===== src/rtl/io_uart_pkg.sv =====
// io_uart_pkg -- shared definitions for the io_uart_tx transmitter.
//   Register word offsets, FSM state encoding, STATUS bit positions and the
//   FIFO depth. Build option: define IO_UART_TX_FIFO_EN for an 8-entry FIFO;
//   without it the transmit buffer is a single holding register.
package io_uart_pkg;

    localparam logic [1:0] REG_TXDATA  = 2'd0;
    localparam logic [1:0] REG_STATUS  = 2'd1;
    localparam logic [1:0] REG_DIVISOR = 2'd2;
    localparam logic [1:0] REG_TXCOUNT = 2'd3;

    typedef enum logic [1:0] {
        ST_IDLE  = 2'd0,
        ST_START = 2'd1,
        ST_DATA  = 2'd2,
        ST_STOP  = 2'd3
    } uart_state_e;

    localparam int STAT_BUSY   = 0;
    localparam int STAT_FULL   = 1;
    localparam int STAT_EMPTY  = 2;
    localparam int STAT_CNT_LO = 3;
    localparam int STAT_OVF    = 6;

`ifdef IO_UART_TX_FIFO_EN
    localparam int DEPTH = 8;
`else
    localparam int DEPTH = 1;
`endif

    localparam int CNT_W = $clog2(DEPTH + 1);
    localparam int PTR_W = (DEPTH > 1) ? $clog2(DEPTH) : 1;

    // The STATUS count field is 3 bits wide; a full 8-entry FIFO reads as 7.
    function automatic logic [2:0] sat_count(input logic [CNT_W-1:0] cnt);
        logic [3:0] wide;
        wide = 4'(cnt);
        if (wide > 4'd7) begin
            return 3'd7;
        end else begin
            return wide[2:0];
        end
    endfunction

endpackage


===== src/rtl/io_uart_fifo.sv =====
// io_uart_fifo -- transmit byte buffer (circular, DEPTH entries from io_uart_pkg).
//   clk, rst : clock, synchronous active-high reset (empties the buffer)
//   push/din : write din; accepted when not full, or when a pop happens too
//   pop/dout : dout is the head entry; pop removes it (ignored when empty)
//   count, full, empty : occupancy flags
module io_uart_fifo
    import io_uart_pkg::*;
(
    input  logic             clk,
    input  logic             rst,
    input  logic             push,
    input  logic             pop,
    input  logic [7:0]       din,
    output logic [7:0]       dout,
    output logic [CNT_W-1:0] count,
    output logic             full,
    output logic             empty
);

    logic [7:0]       mem_q [DEPTH];
    logic [7:0]       mem_d [DEPTH];
    logic [PTR_W-1:0] wr_ptr_q, wr_ptr_d;
    logic [PTR_W-1:0] rd_ptr_q, rd_ptr_d;
    logic [CNT_W-1:0] count_q, count_d;
    logic             push_ok_s, pop_ok_s;

    function automatic logic [PTR_W-1:0] ptr_inc(input logic [PTR_W-1:0] p);
        if (p == PTR_W'(DEPTH - 1)) begin
            return '0;
        end else begin
            return p + PTR_W'(1);
        end
    endfunction

    assign empty     = (count_q == CNT_W'(0));
    assign full      = (count_q == CNT_W'(DEPTH));
    assign count     = count_q;
    assign dout      = mem_q[rd_ptr_q];
    assign pop_ok_s  = pop && !empty;
    // A simultaneous pop frees the slot, so a full buffer still takes the push.
    assign push_ok_s = push && (!full || pop_ok_s);

    // Next-state for pointers, occupancy and storage.
    always_comb begin
        wr_ptr_d = push_ok_s ? ptr_inc(wr_ptr_q) : wr_ptr_q;
        rd_ptr_d = pop_ok_s  ? ptr_inc(rd_ptr_q) : rd_ptr_q;
        case ({push_ok_s, pop_ok_s})
            2'b10:   count_d = count_q + CNT_W'(1);
            2'b01:   count_d = count_q - CNT_W'(1);
            default: count_d = count_q;
        endcase
        mem_d = mem_q;
        if (push_ok_s) begin
            mem_d[wr_ptr_q] = din;
        end else begin
            mem_d = mem_q;
        end
    end

    // Pointer and occupancy registers.
    always_ff @(posedge clk) begin
        if (rst) begin
            wr_ptr_q <= '0;
            rd_ptr_q <= '0;
            count_q  <= '0;
        end else begin
            wr_ptr_q <= wr_ptr_d;
            rd_ptr_q <= rd_ptr_d;
            count_q  <= count_d;
        end
    end

    // Storage needs no reset: occupancy decides what is valid.
    always_ff @(posedge clk) begin
        mem_q <= mem_d;
    end

endmodule


===== src/rtl/io_uart_tx.sv =====
// io_uart_tx -- memory-mapped UART transmitter (8N1, LSB first).
//   clk, rst      : clock, synchronous active-high reset
//   en            : bank select; no register effect and rdata=0 when low
//   memWrite[3:0] : byte-lane write enables
//   addr[10:0]    : word address, only addr[1:0] decoded
//   wdata/rdata   : write data / combinational read data
//   tx            : serial line, idle high
//   irq           : high while the buffer is empty and the line is idle
// Registers: 0 TXDATA(W) 1 STATUS(R/W1C) 2 DIVISOR(R/W) 3 TXCOUNT(R, write clears).
// Build option: IO_UART_TX_FIFO_EN selects the 8-deep FIFO (see io_uart_pkg).
module io_uart_tx
    import io_uart_pkg::*;
#(
    parameter logic [15:0] RESET_DIV = 16'd433
) (
    input  logic        clk,
    input  logic        rst,
    input  logic        en,
    input  logic [3:0]  memWrite,
    input  logic [10:0] addr,
    input  logic [31:0] wdata,
    output logic [31:0] rdata,
    output logic        tx,
    output logic        irq
);

    uart_state_e      state_q, state_d;
    logic [15:0]      timer_q, timer_d;
    logic [15:0]      bit_div_q, bit_div_d;
    logic [15:0]      divisor_q, divisor_d;
    logic [2:0]       bit_idx_q, bit_idx_d;
    logic [7:0]       shift_q, shift_d;
    logic             tx_q, tx_d;
    logic             overflow_q, overflow_d;
    logic [31:0]      txcount_q, txcount_d;

    logic             wr_txdata_s, ovf_clr_s, cnt_clr_s, bit_end_s;
    logic             pop_s, drop_s, stop_done_s;
    logic [7:0]       fifo_dout_s;
    logic [CNT_W-1:0] fifo_count_s;
    logic             fifo_full_s, fifo_empty_s;
    logic             unused_s;

    assign unused_s    = ^{addr[10:2], wdata[31:16]};
    assign wr_txdata_s = en && memWrite[0] && (addr[1:0] == REG_TXDATA);
    assign ovf_clr_s   = en && memWrite[0] && wdata[STAT_OVF] && (addr[1:0] == REG_STATUS);
    assign cnt_clr_s   = en && (|memWrite) && (addr[1:0] == REG_TXCOUNT);
    // bit_div_q is the period latched at the last bit boundary, so a DIVISOR
    // write never stretches or cuts the bit already in flight.
    assign bit_end_s   = (timer_q == bit_div_q);
    assign pop_s       = !fifo_empty_s &&
                         ((state_q == ST_IDLE) || ((state_q == ST_STOP) && bit_end_s));
    assign drop_s      = wr_txdata_s && fifo_full_s && !pop_s;

    io_uart_fifo u_fifo (
        .clk   (clk),
        .rst   (rst),
        .push  (wr_txdata_s),
        .pop   (pop_s),
        .din   (wdata[7:0]),
        .dout  (fifo_dout_s),
        .count (fifo_count_s),
        .full  (fifo_full_s),
        .empty (fifo_empty_s)
    );

    // Frame sequencer: START, 8 data bits LSB first, STOP, back-to-back frames.
    always_comb begin
        state_d     = state_q;
        timer_d     = timer_q;
        bit_div_d   = bit_div_q;
        bit_idx_d   = bit_idx_q;
        shift_d     = shift_q;
        tx_d        = tx_q;
        stop_done_s = 1'b0;
        case (state_q)
            ST_IDLE: begin
                timer_d   = 16'd0;
                bit_idx_d = 3'd0;
                tx_d      = 1'b1;
                if (!fifo_empty_s) begin
                    shift_d   = fifo_dout_s;
                    bit_div_d = divisor_q;
                    state_d   = ST_START;
                    tx_d      = 1'b0;
                end else begin
                    state_d   = ST_IDLE;
                end
            end
            ST_START: begin
                if (bit_end_s) begin
                    timer_d   = 16'd0;
                    bit_div_d = divisor_q;
                    state_d   = ST_DATA;
                    tx_d      = shift_q[0];
                end else begin
                    timer_d   = timer_q + 16'd1;
                end
            end
            ST_DATA: begin
                if (bit_end_s) begin
                    timer_d   = 16'd0;
                    bit_div_d = divisor_q;
                    if (bit_idx_q == 3'd7) begin
                        bit_idx_d = 3'd0;
                        state_d   = ST_STOP;
                        tx_d      = 1'b1;
                    end else begin
                        bit_idx_d = bit_idx_q + 3'd1;
                        shift_d   = {1'b0, shift_q[7:1]};
                        tx_d      = shift_q[1];
                    end
                end else begin
                    timer_d   = timer_q + 16'd1;
                end
            end
            ST_STOP: begin
                if (bit_end_s) begin
                    timer_d     = 16'd0;
                    bit_div_d   = divisor_q;
                    stop_done_s = 1'b1;
                    if (!fifo_empty_s) begin
                        shift_d = fifo_dout_s;
                        state_d = ST_START;
                        tx_d    = 1'b0;
                    end else begin
                        state_d = ST_IDLE;
                        tx_d    = 1'b1;
                    end
                end else begin
                    timer_d = timer_q + 16'd1;
                end
            end
            default: begin
                state_d = ST_IDLE;
                timer_d = 16'd0;
                tx_d    = 1'b1;
            end
        endcase
    end

    // Register-file updates: DIVISOR lanes, sticky overflow, frame counter.
    always_comb begin
        divisor_d = divisor_q;
        if (en && (addr[1:0] == REG_DIVISOR)) begin
            if (memWrite[0]) begin
                divisor_d[7:0] = wdata[7:0];
            end else begin
                divisor_d[7:0] = divisor_q[7:0];
            end
            if (memWrite[1]) begin
                divisor_d[15:8] = wdata[15:8];
            end else begin
                divisor_d[15:8] = divisor_q[15:8];
            end
        end else begin
            divisor_d = divisor_q;
        end
        // A dropped byte outranks a same-cycle clear.
        if (drop_s) begin
            overflow_d = 1'b1;
        end else if (ovf_clr_s) begin
            overflow_d = 1'b0;
        end else begin
            overflow_d = overflow_q;
        end
        if (cnt_clr_s) begin
            txcount_d = 32'd0;
        end else if (stop_done_s) begin
            txcount_d = txcount_q + 32'd1;
        end else begin
            txcount_d = txcount_q;
        end
    end

    // All state and output registers.
    always_ff @(posedge clk) begin
        if (rst) begin
            state_q    <= ST_IDLE;
            timer_q    <= 16'd0;
            bit_div_q  <= RESET_DIV;
            divisor_q  <= RESET_DIV;
            bit_idx_q  <= 3'd0;
            shift_q    <= 8'd0;
            tx_q       <= 1'b1;
            overflow_q <= 1'b0;
            txcount_q  <= 32'd0;
        end else begin
            state_q    <= state_d;
            timer_q    <= timer_d;
            bit_div_q  <= bit_div_d;
            divisor_q  <= divisor_d;
            bit_idx_q  <= bit_idx_d;
            shift_q    <= shift_d;
            tx_q       <= tx_d;
            overflow_q <= overflow_d;
            txcount_q  <= txcount_d;
        end
    end

    // Same-cycle read mux for the single-cycle CPU.
    always_comb begin
        rdata = 32'd0;
        if (en) begin
            case (addr[1:0])
                REG_STATUS: begin
                    rdata[STAT_OVF]         = overflow_q;
                    rdata[STAT_CNT_LO +: 3] = sat_count(fifo_count_s);
                    rdata[STAT_EMPTY]       = fifo_empty_s;
                    rdata[STAT_FULL]        = fifo_full_s;
                    rdata[STAT_BUSY]        = (state_q != ST_IDLE);
                end
                REG_DIVISOR: rdata = {16'd0, divisor_q};
                REG_TXCOUNT: rdata = txcount_q;
                default:     rdata = 32'd0;
            endcase
        end else begin
            rdata = 32'd0;
        end
    end

    assign tx  = tx_q;
    // Decoded from registered state only, so it is glitch-free.
    assign irq = fifo_empty_s && (state_q == ST_IDLE);

endmodule


===== config.mk =====
export PLATFORM = sky130hd
export DESIGN_NAME = io_uart_tx
export DESIGN_NICKNAME = d
export VERILOG_FILES = /design/src/rtl/io_uart_pkg.sv /design/src/rtl/io_uart_fifo.sv /design/src/rtl/io_uart_tx.sv
export SDC_FILE = /design/constraint.sdc
export NUM_CORES = 1
export LEC_CHECK = 0
export CAP_MARGIN = 20
export CORE_MARGIN = 2
export CORE_UTILIZATION = 59
export DETAILED_ROUTE_END_ITERATION = 10
export PLACE_DENSITY = 0.83
export SETUP_SLACK_MARGIN = 0.3
export SYNTH_ARGS = -nofsm -noshare
export SYNTH_HDL_FRONTEND = slang
export SYNTH_SLANG_ARGS = --single-unit

===== constraint.sdc =====
create_clock -name clk -period 3.9 [get_ports clk]
set_clock_uncertainty 0.2 [all_clocks]
set_input_delay 0.975 -clock clk [delete_from_list [all_inputs] [get_ports clk]]
set_output_delay 0.975 -clock clk [all_outputs]
set_load 0.02 [all_outputs]

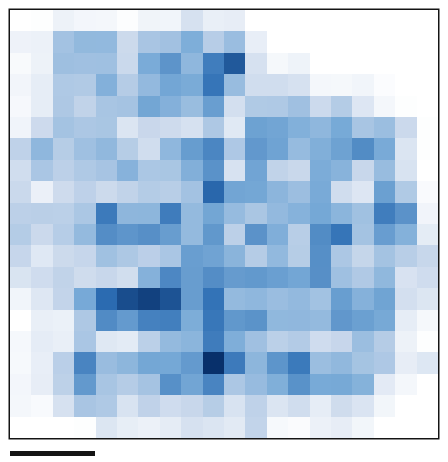
(images/route_heat.png)
Bar = 20 um. The die is cut into 20 by 20 equal tiles; white is low, dark blue is high, scaled to the fullest tile. Values are wire area over tile area, all layers added.
- tiles over half the peak: 21%
- fullest tile: 0.71
- mean over tiles: 0.22

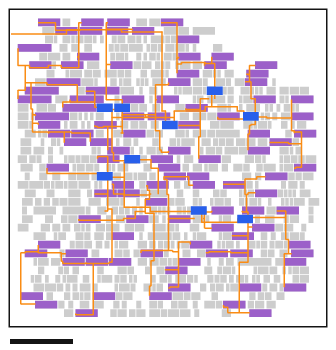
(images/clock_wires.png)
Bar = 20 um.
- blue: clock-net drivers (count 9)
- orange: clock wires (length 1180 um)
- purple: flip-flops (count 104)
- flops lie: all over the die

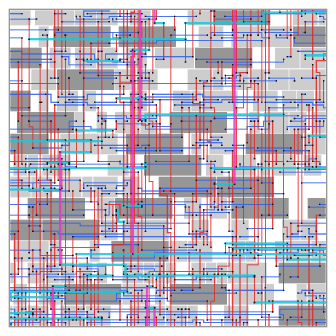
(images/closeup.png)
Window x 30 to 70, y 30 to 70 um. Cells in grey, sequential cells in the stronger grey; small squares are vias.
- red: M2
- cyan: M3
- blue: M1
- magenta: M4
- most frequent: dfxtp_1 (25), nand2_1 (16), o211ai_1 (12)
- sequential cells in the window: 25
- cells with their middle in the window: 140
- netlist names of flops here include: bit_div_q (9), divisor_q (5), timer_q (5)

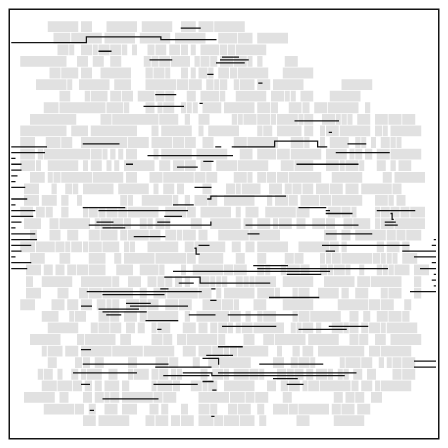
(images/m3.png)
Cells faint in the background.
- main direction: horizontal
- share of all routed wire: 7.2%

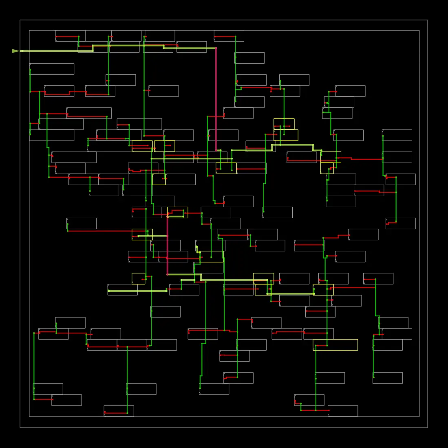
(images/clock_nets.png)
Late-Pin Clk Latency: 0.37 ns
flop count: 104
clock sinks: 104
clock buffer count from CTS: 9
CLK BUF: 9

==> run notes <==
flow finished, numbers: cells on worst reg2reg path 6, Final HPWL DP 9300 um, I/O pin total 84, initial antenna violation count 0, Seq share, synth 0.394, via count 5136, largest net degree at the start of global routing 63, busiest layer in global routing met2, uppermost layer routed met4, number of setup violations in the final report 0, Comb area share 0.482, hold buffer count at CTS 0, Logic area 3060 sq um, hold depth 2, H-tree levels 3, Max-Cap Viols 0, Hold Slack 0.276 ns, Clk pwr share 0.295, total gr overflow 0, # port buffers 58, number of enable flip-flop cells 8, crit path max fanout 29, global-route wire length before repair 22500 um, area share, top type 0.350, non-filler cells, final 807, pwr dens 395 nW/um^2, slowest stage cell on the critical path clkdlybuf4s50_1, fin. max-slew vios 0, Post-Place Setup Slack -0.0388 ns, # resized after CTS 45, r2r setup slk 1.14 ns, worst-path cell chain clkdlybuf4s50_1 -> and3_1 -> buf_12 -> and2_1 -> dlygate4sd2_1, comb_multi_in 475, top cells by area dfxtp_1 (35%), nand2_1 (5.9%), o211ai_1 (4.6%), DRC viols 0, Top non-seq family simple AND/OR/NAND/NOR gates, CORE AREA 9150 sq um, FP Util 0.600, layout net count 749, Main synth FF type dfxtp_1, Post CTS Setup Buffer Count 0, number of flip-flops under the largest register name 32, DP Cell Count 790, top-count cell post-synth dfxtp_1, Distinct lib cells used 51, Synth warnings 0, mux share 0.0371, Non-CTS inverters 26, Reg power frac 0.467, Async SR Flop Fraction 0, die height 100 um, syn nets 708, crit path DAT 2.35 ns, routed length per instance 16.9 um, OpenROAD warning count 55, reg2reg start txcount_q[0]$_SDFFE_PP0P_, Cell Area, Synth 5490 sq um, TritonCTS clock tree yes, status completed, critical path required time 2.72 ns, and+or+nand+nor area frac 0.276, register area 2160 sq um, area fraction in compound gates 0.176, Logic pwr share 0.238, Clk. pwr 741 uW, Final non-clock buffer share 0.106, Final WS setup 0.379 ns, vias in the first global route 4665, drt via density 6.36, Top cells excl fill/tap dfxtp_1 (96), nand2_1 (87), o211ai_1 (34), Initial DRC Count 406, syn avg cell area 8.45 sq um, RSZ-0062 raised after global routing no, LEAKAGE 2.41 nW, Slew headroom 0.313, crit end category primary output, Die Area 10100 sq um
Power figures rest on the tool's default switching activity, not on a simulated workload.
